===== src/rtl/run_ctrl_pkg.sv =====
// Shared definitions for the run controller: FSM state encodings and completion codes.
// Imported by the controller and by anything that decodes haltCode.
package run_ctrl_pkg;

    typedef enum logic [1:0] {
        ST_IDLE     = 2'd0,
        ST_RST_HOLD = 2'd1,
        ST_RUN      = 2'd2,
        ST_DONE     = 2'd3
    } state_e;

    typedef enum logic [1:0] {
        HC_NONE    = 2'd0,
        HC_HALT    = 2'd1,
        HC_ERROR   = 2'd2,
        HC_TIMEOUT = 2'd3
    } halt_code_e;

    // Width needed to count 0..n-1, never narrower than one bit.
    function automatic int unsigned ctrWidth(input int unsigned n);
        return (n > 1) ? $clog2(n) : 1;
    endfunction

endpackage


===== src/rtl/run_ctrl_sat_counter.sv =====
// Saturating up-counter with synchronous reset and clear; holds at all-ones instead of wrapping.
module run_ctrl_sat_counter #(
    parameter int unsigned WIDTH = 8
) (
    input  logic             clock,
    input  logic             reset,
    input  logic             clear,
    input  logic             enable,
    output logic [WIDTH-1:0] count
);

    logic [WIDTH-1:0] count_q;
    logic [WIDTH-1:0] count_d;

    always_comb begin
        count_d = count_q;
        if (clear) begin
            count_d = '0;
        end else if (enable && (count_q != '1)) begin
            count_d = count_q + WIDTH'(1);
        end
    end

    always_ff @(posedge clock) begin
        if (reset) begin
            count_q <= '0;
        end else begin
            count_q <= count_d;
        end
    end

    assign count = count_q;

endmodule


===== src/rtl/run_ctrl.sv =====
// Run-control and monitor: sequences CPU reset release, gates the CPU clock and reports why a run ended.
// Optional single-instruction stepping is compiled in when RUN_CTRL_STEP_EN is defined.
module run_ctrl
    import run_ctrl_pkg::*;
#(
    parameter int unsigned           OPCODE_W    = 7,
    parameter logic [OPCODE_W-1:0]   HALT_OPCODE = {OPCODE_W{1'b1}},
    parameter int unsigned           ERR_W       = 2,
    parameter int unsigned           CNT_W       = 64,
    parameter int unsigned           RST_CYCLES  = 4,
    parameter int unsigned           MAX_CYCLES  = 0
) (
    input  logic                clock,
    input  logic                reset,
    input  logic                start,
    input  logic [OPCODE_W-1:0] opcode,
    input  logic [ERR_W-1:0]    cpuError,
`ifdef RUN_CTRL_STEP_EN
    input  logic                stepMode,
    input  logic                stepPulse,
    input  logic                atFetch,
`endif
    output logic                cpuNotReset,
    output logic                cpuClockEn,
    output logic [CNT_W-1:0]    tickCount,
    output logic                done,
    output logic [1:0]          haltCode,
    output logic [ERR_W-1:0]    errorLatched
);

    localparam int unsigned      RC_W       = ctrWidth(RST_CYCLES);
    localparam logic [RC_W-1:0]  RC_LAST    = RC_W'(RST_CYCLES - 1);
    localparam logic [CNT_W-1:0] TICK_LIMIT = CNT_W'(MAX_CYCLES);
    localparam bit               WDOG_EN    = (MAX_CYCLES != 0);

    state_e            state_q, state_d;
    logic [RC_W-1:0]   rstCnt_q, rstCnt_d;
    halt_code_e        haltCode_q, haltCode_d;
    logic [ERR_W-1:0]  errorLatched_q, errorLatched_d;

    logic checkEn;
    logic termHalt;
    logic termError;
    logic termTimeout;
    logic terminate;
    logic startRun;
    logic stepGate;
    logic clockEn;

    // The first RUN cycle is masked: opcode/error still reflect the CPU's reset state.
    always_comb begin
        checkEn     = (state_q == ST_RUN) && (tickCount != '0);
        termHalt    = checkEn && (opcode == HALT_OPCODE);
        termError   = checkEn && (cpuError != '0);
        termTimeout = checkEn && WDOG_EN && (tickCount == TICK_LIMIT);
        terminate   = termHalt || termError || termTimeout;
        startRun    = start && ((state_q == ST_IDLE) || (state_q == ST_DONE));
        clockEn     = (state_q == ST_RUN) && !terminate && stepGate;
    end

`ifdef RUN_CTRL_STEP_EN
    logic stepActive_q, stepActive_d;
    logic stepTicked_q, stepTicked_d;

    // A step opens on stepPulse and closes at the first fetch after at least one enabled tick.
    always_comb begin
        stepActive_d = stepActive_q;
        stepTicked_d = stepTicked_q;
        stepGate     = 1'b1;
        if ((state_q != ST_RUN) || !stepMode) begin
            stepActive_d = 1'b0;
            stepTicked_d = 1'b0;
        end else if (!stepActive_q) begin
            stepGate = 1'b0;
            if (stepPulse) begin
                stepActive_d = 1'b1;
                stepTicked_d = 1'b0;
            end
        end else if (stepTicked_q && atFetch) begin
            stepGate     = 1'b0;
            stepActive_d = 1'b0;
            stepTicked_d = 1'b0;
        end else if (!terminate) begin
            stepTicked_d = 1'b1;
        end
    end

    always_ff @(posedge clock) begin
        if (reset) begin
            stepActive_q <= 1'b0;
            stepTicked_q <= 1'b0;
        end else begin
            stepActive_q <= stepActive_d;
            stepTicked_q <= stepTicked_d;
        end
    end
`else
    assign stepGate = 1'b1;
`endif

    always_comb begin
        state_d        = state_q;
        rstCnt_d       = rstCnt_q;
        haltCode_d     = haltCode_q;
        errorLatched_d = errorLatched_q;
        case (state_q)
            ST_IDLE, ST_DONE: begin
                if (start) begin
                    state_d        = ST_RST_HOLD;
                    rstCnt_d       = '0;
                    haltCode_d     = HC_NONE;
                    errorLatched_d = '0;
                end
            end
            ST_RST_HOLD: begin
                if (rstCnt_q == RC_LAST) begin
                    state_d = ST_RUN;
                end else begin
                    rstCnt_d = rstCnt_q + RC_W'(1);
                end
            end
            ST_RUN: begin
                if (termHalt) begin
                    haltCode_d = HC_HALT;
                end else if (termError) begin
                    haltCode_d     = HC_ERROR;
                    errorLatched_d = cpuError;
                end else if (termTimeout) begin
                    haltCode_d = HC_TIMEOUT;
                end
                if (terminate) begin
                    state_d = ST_DONE;
                end
            end
            default: begin
                state_d = ST_IDLE;
            end
        endcase
    end

    always_ff @(posedge clock) begin
        if (reset) begin
            state_q        <= ST_IDLE;
            rstCnt_q       <= '0;
            haltCode_q     <= HC_NONE;
            errorLatched_q <= '0;
        end else begin
            state_q        <= state_d;
            rstCnt_q       <= rstCnt_d;
            haltCode_q     <= haltCode_d;
            errorLatched_q <= errorLatched_d;
        end
    end

    run_ctrl_sat_counter #(
        .WIDTH (CNT_W)
    ) u_tickCounter (
        .clock  (clock),
        .reset  (reset),
        .clear  (startRun),
        .enable (clockEn),
        .count  (tickCount)
    );

    assign cpuNotReset  = (state_q == ST_RUN) || (state_q == ST_DONE);
    assign cpuClockEn   = clockEn;
    assign done         = (state_q == ST_DONE);
    assign haltCode     = haltCode_q;
    assign errorLatched = errorLatched_q;

endmodule


===== config.mk =====
export PLATFORM = sky130hd
export DESIGN_NAME = run_ctrl
export DESIGN_NICKNAME = d
export VERILOG_FILES = /design/src/rtl/run_ctrl_pkg.sv /design/src/rtl/run_ctrl_sat_counter.sv /design/src/rtl/run_ctrl.sv
export SDC_FILE = /design/constraint.sdc
export NUM_CORES = 1
export LEC_CHECK = 0
export CAP_MARGIN = 5
export CORE_AREA = 2 2 116 129
export CTS_CLUSTER_SIZE = 12
export DETAILED_ROUTE_END_ITERATION = 8
export DIE_AREA = 0 0 118 131
export GPL_TIMING_DRIVEN = 0
export HOLD_SLACK_MARGIN = 0.12
export PLACE_DENSITY_LB_ADDON = 0.15
export SLEW_MARGIN = 20
export SYNTH_ARGS = -nofsm -noshare
export SYNTH_HDL_FRONTEND = slang
export SYNTH_SLANG_ARGS = --single-unit

===== constraint.sdc =====
create_clock -name clock -period 2.65 [get_ports clock]
set_input_delay 0.53 -clock clock [delete_from_list [all_inputs] [get_ports clock]]
set_output_delay 0.53 -clock clock [all_outputs]
set_load 0.01 [all_outputs]

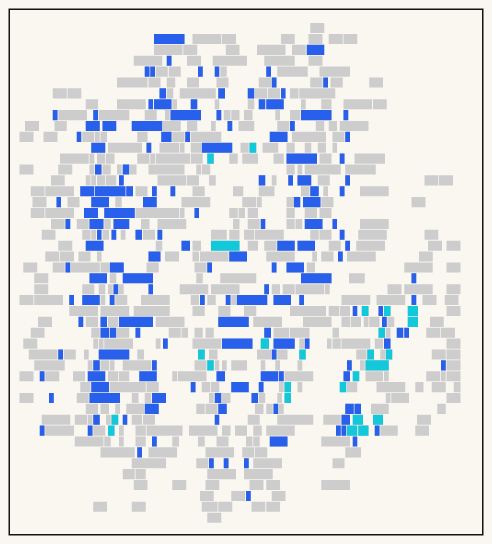
(selected gate families)
Drawn at 4 px/micron.
Cyan marks inverting AOI/OAI gates, cells 25. Blue marks NOR gates, cells 165.

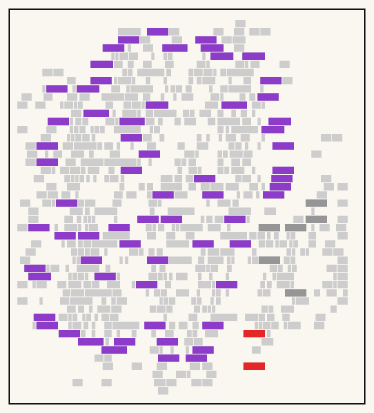
(sequential cells colored by netlist name)
Drawn at 3 px/micron. Other sequential cells in the stronger gray, the rest of the logic in the fainter gray.
Red marks `rstCnt_q`, placed flops 2. Purple marks `u_tickCounter.count`, placed flops 64, where all over the die.
Another 6 sequential cells are not colored.

==> notes.md <==
run metrics: Hold Crit Class reg2reg, Comb area share 0.4687, Syn Nets 516, GPL Wtd Cong between 0.8 and 0.9, number of placement rows around 46, run status finished clean, hold_ws approximately 0.5 ns, post-route ant nets 0, number of port buffers 81, Setup crit end kind flop, max_cap viols 0, Log Warnings 31, setup TNS 0 ns, post-DR vias/cell 5.070, Filler Cell Count around 1500, fin cells 801, Clock buf/inv share 0.05205, CP cell instances buf_4 -> ha_1 -> nand4_1 -> buf_4 -> nor3_2 -> and4_4 -> and2_1 -> buf_2 -> clkbuf_4 -> nor3b_2 -> xnor2_1 -> nor2_1, flip-flops 72, FF-to-FF path depth 12, Pre-antenna DRT Iters 4, die area 0.01546 sq mm, DRT Wirelength 13600 microns, # setup viols final 0, pre-CTS setup slack -1.073 ns, Worst-path clk slew 0.06 ns, post-layout worst setup margin about 0.074 ns, Core Area 0.01422 sq mm, Final HPWL DP 9396 microns, GRT Max-Usage Layer met2, DR WL met2 6460 microns, Peak supply drop 0.2592 mV, # DRC 0, layout cells sized above 1 0.2184, Crit path required time approximately 2.9 ns, critical path type reg2reg, Top Layout Cells nor2_1, clkdlybuf4s50_1, dfxtp_1, fin crit period 2.576 ns, Synth Flop Type dfxtp_1, largest net degree at the start of global routing 13, placed inst area 0.004961 sq mm, antenna violations before repair 0, most frequent cell after synthesis nor2_1, Sw Share 0.3270, H-tree depth 3, Layout area overhead 51.23%, most numerous logic cell after layout nor2_1, yosys simple share 0.3930, M2 GR Usage 0.2849, clk sinks 72, Async SR Flop Fraction 0, Buffers & Inverters on Critical Path 4, GRT Overall Usage 0.1725, post-synth top area cell dfxtp_1, critical path startpoint category flop, Non-Clock Buffer Count 121, Reg2Reg Launch Point u_tickCounter.count[0], Post-Syn Area 0.003910 sq mm, tap cells 192, Seq/total area 0.2495, hold_sp haltCode[0], inverter count 10, DR WL met3 just over 800 microns, Top cell area share 0.3686, DR WL/cell 16.98 microns, Top Ports 83, clock share of power 0.393, hold buffer count at cts 0, Synth mux share 0.002880, FP Util 0.2750, final-layout non-clock buffer area share 0.1824, CP Depth 12, Post-Syn Area per Cell 7.867 sq um, Slew Limit Headroom 0.5912, combinational gate area 0.002771 sq mm, Final Power between 0.003 and 0.004 W, Net Sw Power 0.001055 W, Seq. pwr 0.00113 W, Compound Share, Synth 0.04576, Lkg Pwr 1.873 nW, post-synthesis chip area from yosys 0.003910 sq mm, post-layout period usage of the worst path 0.9722, Largest logic family simple AND/OR/NAND/NOR gates, clock root buffer clkbuf_16, number of global-route vias before repair 3921, xor and xnor area share after synthesis 0.1299, Synth top cells by count nor2_1, dfxtp_1, xnor2_1, cell area after layout 0.005913 sq mm, metal1 wirelength just over 6000 microns, Ys Warns 0, vias 4061, CP top delay family simple AND/OR/NAND/NOR gates, Nets 623, Power Combinational 0.000828 W, first-pass GRT wire length roughly 21000 microns, gate count of the mapped netlist 497, max FFs per register 64, Reg power frac 0.351, # Cells Yosys 497, Synth Seq Share 0.3686, CP max-delay cell dfxtp_4, CP most frequent cell buf_4, Hold Violations, Final 0, largest class logic gates, mi-comb count 390, worst path arrival time 2.79 ns, number of gates resized after cts 45, sequential cell area 0.001475 sq mm, fin util 0.4159, Critical Path Max Stage Delay between 0.3 and 0.4 ns, Setup Fix Bufs, Post-CTS 11, met3 Track Usage GR 0.03993, RSZ-0062 raised after global routing true, number of enable flip-flop cells 0
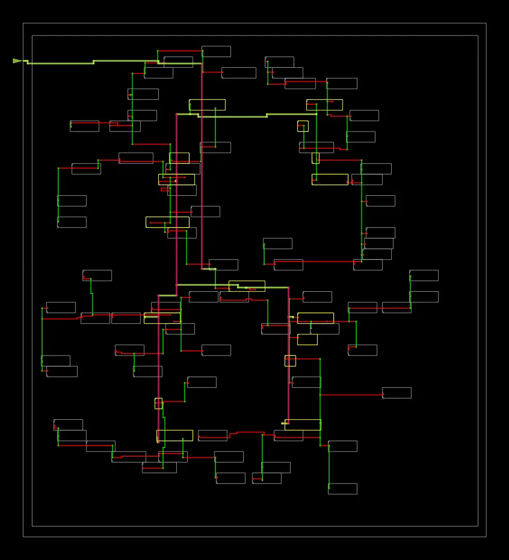
(clock routing)
# clk buffers: 11
Worst Skew: 0.008882 ns
clk latency late pin: 0.34 ns
clock-net power: 0.00127 W

Power and IR drop assume default switching activity.
